$ cat src/rtl/exec_time_monitor.sv
// Multi-channel start->done cycle timer with timeout watchdog and saturation flag; status 1 cycle after the input rise.
// No backpressure: inputs are sampled every cycle and results hold until the next start or clear.
module exec_time_monitor #(
   parameter int NUM_CH = 4,
   parameter int CNT_W  = 32,
   parameter int SEL_W  = (NUM_CH > 1) ? $clog2(NUM_CH) : 1
) (
   input  logic              clk_i,
   input  logic              rst_i,
   input  logic [NUM_CH-1:0] start_i,
   input  logic [NUM_CH-1:0] done_i,
   input  logic              clear_i,
   input  logic [CNT_W-1:0]  timeout_i,
   input  logic [SEL_W-1:0]  sel_i,
   output logic [CNT_W-1:0]  cycles_o,
   output logic [NUM_CH-1:0] busy_o,
   output logic [NUM_CH-1:0] valid_o,
   output logic [NUM_CH-1:0] timeout_o,
   output logic [NUM_CH-1:0] sat_o,
   output logic              active_o
);

   typedef enum logic [1:0] {S_IDLE, S_RUN, S_DONE, S_TMO} state_t;

   localparam logic [CNT_W-1:0] CNT_ONE = {{(CNT_W-1){1'b0}}, 1'b1};
   localparam logic [CNT_W-1:0] CNT_MAX = '1;

   state_t            r_state     [NUM_CH];
   state_t            w_state_nxt [NUM_CH];
   logic [CNT_W-1:0]  r_cnt       [NUM_CH];
   logic [CNT_W-1:0]  w_cnt_nxt   [NUM_CH];
   logic [CNT_W-1:0]  w_inc       [NUM_CH];
   logic [NUM_CH-1:0] r_sat;
   logic [NUM_CH-1:0] w_sat_nxt;
   logic [NUM_CH-1:0] r_start_q;
   logic [NUM_CH-1:0] r_done_q;
   logic [NUM_CH-1:0] w_start_rise;
   logic [NUM_CH-1:0] w_done_rise;
   logic [CNT_W-1:0]  w_cycles;

   // Edge registers keep tracking the inputs through reset and clear, so a level
   // held high across either is never seen as a fresh rise.
   always_ff @(posedge clk_i) begin
      r_start_q <= start_i;
      r_done_q  <= done_i;
   end

   assign w_start_rise = start_i & ~r_start_q;
   assign w_done_rise  = done_i  & ~r_done_q;

   always_comb begin
      w_sat_nxt = r_sat;
      for (int c = 0; c < NUM_CH; c++) begin
         w_inc[c]       = r_cnt[c] + CNT_ONE;
         w_state_nxt[c] = r_state[c];
         w_cnt_nxt[c]   = r_cnt[c];
         if (clear_i) begin
            w_state_nxt[c] = S_IDLE;
            w_cnt_nxt[c]   = '0;
            w_sat_nxt[c]   = 1'b0;
         end else if (r_state[c] == S_RUN) begin
            // The done edge still counts its own cycle, so a gap of N edges reports N.
            if (r_cnt[c] == CNT_MAX) begin
               w_sat_nxt[c] = 1'b1;
               if (w_done_rise[c]) begin
                  w_state_nxt[c] = S_DONE;
               end
            end else begin
               w_cnt_nxt[c] = w_inc[c];
               if (w_done_rise[c]) begin
                  w_state_nxt[c] = S_DONE;
               end else if ((timeout_i != '0) && (w_inc[c] == timeout_i)) begin
                  w_state_nxt[c] = S_TMO;
               end
            end
         end else if (w_start_rise[c]) begin
            w_state_nxt[c] = S_RUN;
            w_cnt_nxt[c]   = '0;
            w_sat_nxt[c]   = 1'b0;
         end
      end
   end

   always_ff @(posedge clk_i) begin
      if (rst_i) begin
         r_sat <= '0;
         for (int c = 0; c < NUM_CH; c++) begin
            r_state[c] <= S_IDLE;
            r_cnt[c]   <= '0;
         end
      end else begin
         r_sat <= w_sat_nxt;
         for (int c = 0; c < NUM_CH; c++) begin
            r_state[c] <= w_state_nxt[c];
            r_cnt[c]   <= w_cnt_nxt[c];
         end
      end
   end

   always_comb begin
      busy_o    = '0;
      valid_o   = '0;
      timeout_o = '0;
      for (int c = 0; c < NUM_CH; c++) begin
         busy_o[c]    = (r_state[c] == S_RUN);
         valid_o[c]   = (r_state[c] == S_DONE);
         timeout_o[c] = (r_state[c] == S_TMO);
      end
   end

   // Out-of-range selects match no channel and read as zero.
   always_comb begin
      w_cycles = '0;
      for (int c = 0; c < NUM_CH; c++) begin
         if (sel_i == c[SEL_W-1:0]) begin
            w_cycles = r_cnt[c];
         end
      end
   end

   assign cycles_o = w_cycles;
   assign sat_o    = r_sat;
   assign active_o = |busy_o;

endmodule
$ cat config.mk
export PLATFORM = sky130hd
export DESIGN_NAME = exec_time_monitor
export DESIGN_NICKNAME = d
export VERILOG_FILES = /design/src/rtl/exec_time_monitor.sv
export SDC_FILE = /design/constraint.sdc
export NUM_CORES = 1
export LEC_CHECK = 0
export CORE_MARGIN = 2
export CORE_UTILIZATION = 40
export CTS_CLUSTER_SIZE = 10
export DETAILED_ROUTE_END_ITERATION = 16
export MAX_ROUTING_LAYER = met4
export PLACE_DENSITY_LB_ADDON = 0.08
export SYNTH_ARGS = -nofsm -noshare
export SYNTH_HDL_FRONTEND = slang
export SYNTH_SLANG_ARGS = --single-unit
$ cat constraint.sdc
create_clock -name clk_i -period 5.1 [get_ports clk_i]
set_clock_uncertainty 0.1 [all_clocks]
set_input_delay 1.02 -clock clk_i [delete_from_list [all_inputs] [get_ports clk_i]]
set_output_delay 1.02 -clock clk_i [all_outputs]
set_load 0.01 [all_outputs]
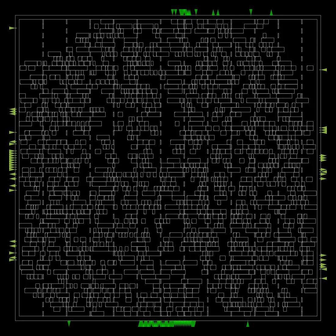
(placed standard cells)
final core area utilization: 0.456
row count: 64
flop count: 148
count of placed standard cells in the final layout, fillers left out: 2,013
core outline area: 30,400 um^2

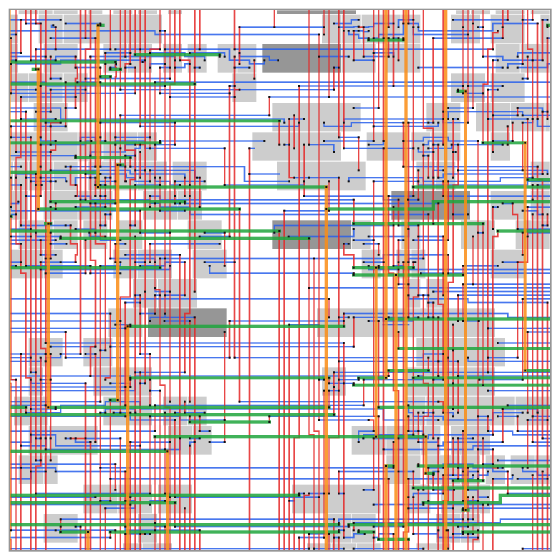
(close-up of the layout)
Window x 65 to 115, y 100 to 150 um. Cells in grey, sequential cells in the stronger grey; small squares are vias.
colour	layer
red	met2
orange	met4
green	met3
blue	met1
netlist names of flops here include	r_cnt (4)
sequential cells in the window	4
cells with their middle in the window	134
most frequent	xnor2_1 (21), and3_1 (11), a21oi_1 (11)

==> results_dict.tcl <==
# place-and-route summary
set metrics [dict create \
    yosys.area_share.simple 0.313 \
    ant_nets 0 \
    synth-edff-count 0 \
    grt_antenna_before_repair 2 \
    warning_count 26 \
    ctsRootBufferMaster "sky130_fd_sc_hd__clkbuf_16" \
    post-route-drc-count 0 \
    flow.area_growth_from_synthesis_pct 13.1 \
    leakagePower_nw 4.35 \
    timing_max_transition_violations_final 0 \
    hp-class "reg2reg" \
    final_min_period_over_clock_period 0.765 \
    nets 1653 \
    placed_cell_area_um2 13200 \
    critical_path_class "in2out" \
    clock_sink_count 148 \
    place_worst_setup_slack_ns 1.17 \
    syn-cell-area_um2 12300 \
    worst_hold_slack_after_final_layout_ns 0.414 \
    placedCellCount 1981 \
    drt-vias-per-instance 6.35 \
    postCtsSetupBuffers 0 \
    grt_pass1_wl_mm 76.3 \
    synthTopLogicFamily "simple AND/OR/NAND/NOR gates" \
    setup_violations 0 \
    flip_flop_cell_with_the_highest_count_after_synthesis "sky130_fd_sc_hd__dfxtp_1" \
    clock_latency_ns 0.45 \
    worstReg2RegStart "r_cnt[2][0]" \
    grt_max_degree 68 \
    startpoint_type_of_the_worst_setup_path "input pin" \
    worst_slew_margin_rel 0.340 \
    layout.cells.most_common "sky130_fd_sc_hd__a21oi_1" \
    cp_max_fo 18 \
    hp-start "sat_o[1]" \
    yosysChipArea_um2 12300 \
    setup.worst_path.end_class "primary output" \
    flip_flop_and_latch_count_after_synthesis 148 \
    dr.first_iter.drc_count 1436 \
    htree_levels 4 \
    ctsResizeCount 0 \
    top_level_ports 94 \
    synth_area_leader_cell "sky130_fd_sc_hd__dfxtp_1" \
    powerDensity_nw_per_um2 212 \
    synth_cell_type_count 83 \
    finalInstanceArea_um2 13900 \
    worst_slack_ns 1.20 \
    crit_path_start "sel_i[0]" \
    cp.arrival_ns 2.78 \
    floorplan.die_area_um2 32100 \
    cts_buffer_count 17 \
    post_route_cells_drive_above_1_share 0.0811 \
    clk_path_buf_depth 2 \
    max_cap_violations 0 \
    required_ns 3.98 \
    portBuffers 93 \
    synth_stat.cells 1618 \
    status "finished, final reports clean" \
    final.min_clock_period_ns 3.90 \
    lay_top_cells "sky130_fd_sc_hd__a21oi_1 (174), sky130_fd_sc_hd__dfxtp_1 (148), sky130_fd_sc_hd__nor2_1 (130), sky130_fd_sc_hd__o21ai_0 (126), sky130_fd_sc_hd__xnor2_1 (126)" \
    synthArstFlopShare 0 \
    initial_utilization 0.403 \
    setup_total_negative_slack_ns 0 \
    yosys-top-cells-area "sky130_fd_sc_hd__dfxtp_1 (24%), sky130_fd_sc_hd__xnor2_1 (9.0%), sky130_fd_sc_hd__a21oi_1 (7.2%)" \
    via_count_of_the_first_global_routing_pass 11600 \
    worst_slew_pin_slew_ns 0.982 \
]
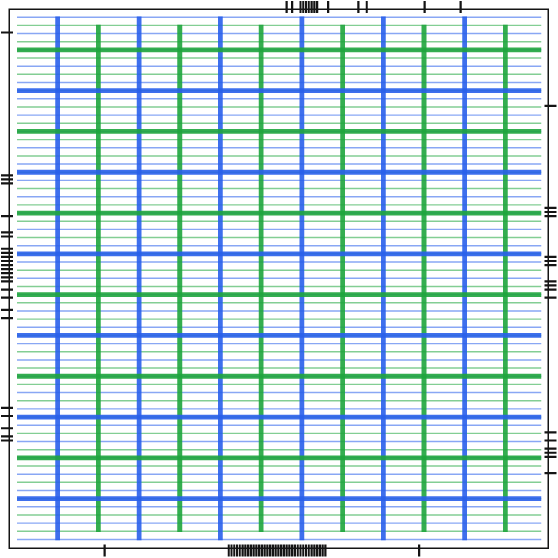
(floorplan with the power grid)
Scale: 3 px per um. Pins as bars on the die edge.
colour	net
green	VDD
blue	VSS
met5 straps	12
rows	64
width of the chip: 179 um
peak ir drop on the vdd network: 235 uV
y dimension of the die: 179 um

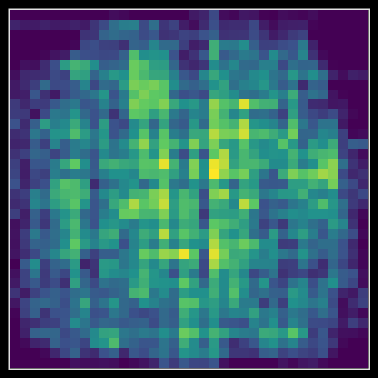
(routed metal per tile)
Scale: 2 px per um. 36 x 36 tiles, from dark purple (low) to yellow (high), scaled to the fullest tile. Values are wire area over tile area, all layers added.
densest ninth of the die	middle
tiles over half the peak	28%
nearly empty tiles	9.0%
wire length reported by the detailed router: 51.4 mm
all-layer global routing usage: 0.332
drt wl/cell: 25.5 um
total vias in the final route: 12,800

[critical path: stages]
cell and delay (ns):
sky130_fd_sc_hd__buf_2 0.40, sky130_fd_sc_hd__buf_12 0.26, sky130_fd_sc_hd__mux4_1 0.57, sky130_fd_sc_hd__clkdlybuf4s50_1 0.51
[registers in the layout, indices dropped and copies added (netlist names)]
name	count
r_state	8
r_start_q	4
r_done_q	4
sat_o	4
r_cnt	128
[final timing paths]
path	endpoint	slack (ns)	depth (start not counted)
setup / recovery	cycles_o[9]	1.20	4
hold / removal	sat_o[1]	0.41	2
setup reg to reg	r_cnt[2][11]	1.45	9
hold reg to reg	sat_o[1]	0.41	2
[per-stage QoR]
stage           util  total power, mW
2_1_floorplan      -             1.41
3_3_place_gp   0.435             1.54
3_5_place_dp   0.435             1.54
4_1_cts        0.456             2.95
5_1_grt        0.456             3.02
6_report       0.456             2.94
[Yosys cell counts, types with 6 or more instances]
master                     count
sky130_fd_sc_hd__o211ai_1      8
sky130_fd_sc_hd__or3_2         6
sky130_fd_sc_hd__and2_0        6
sky130_fd_sc_hd__a21oi_1     176
sky130_fd_sc_hd__and4_1       23
sky130_fd_sc_hd__nor2b_1       7
sky130_fd_sc_hd__nand3b_1     29
sky130_fd_sc_hd__and2_1       30
sky130_fd_sc_hd__nand2b_1     14
sky130_fd_sc_hd__buf_2        31
sky130_fd_sc_hd__or4_1        13
sky130_fd_sc_hd__mux2i_1       7
sky130_fd_sc_hd__a22oi_1       9
sky130_fd_sc_hd__nand2_1      77
sky130_fd_sc_hd__nor4_1       32
sky130_fd_sc_hd__xor2_1       56
sky130_fd_sc_hd__nor3_1       26
sky130_fd_sc_hd__o22ai_1       9
sky130_fd_sc_hd__o31ai_1       6
sky130_fd_sc_hd__xnor2_1     126
sky130_fd_sc_hd__nand4b_1     12
sky130_fd_sc_hd__clkbuf_1     95
sky130_fd_sc_hd__or3_1        66
sky130_fd_sc_hd__buf_1        13
sky130_fd_sc_hd__nand4_1      53
sky130_fd_sc_hd__o21ai_0     126
sky130_fd_sc_hd__inv_1        19
sky130_fd_sc_hd__nor2_1      130
sky130_fd_sc_hd__a211oi_1      8
sky130_fd_sc_hd__and3_1       38
sky130_fd_sc_hd__dfxtp_1     148
sky130_fd_sc_hd__nand3_1      79
sky130_fd_sc_hd__mux4_2       31
sky130_fd_sc_hd__a31oi_1      12
[final cells by class]
class / count / area (um^2)
Inverter: 20 / 75.1
Tap cell: 396 / 495
Sequential cell: 148 / 2960
Clock buffer: 22 / 484
Fill cell: 3078 / 16500
Multi-Input combinational cell: 1295 / 8560
Antenna cell: 1 / 2.50
Timing Repair Buffer: 122 / 1150
Clock inverter: 9 / 150
[power breakdown]
part           leakage (nW)  internal [mW]  switching, mW
sequential             1.19           1.16        0.00328
clock                 0.308          0.866          0.547
combinational          2.85          0.135          0.224
[layer usage]
metal  track usage  part of all wire  vias to the layer above
met3        0.0503             0.081                      116
met4         0.133             0.040                        0
met2         0.505              0.45                      589
li1              -                 -                     5889
met1         0.442              0.43                     6186
met5             -                 0                        -
No activity file was given, so power comes from the tool's default toggle rates.
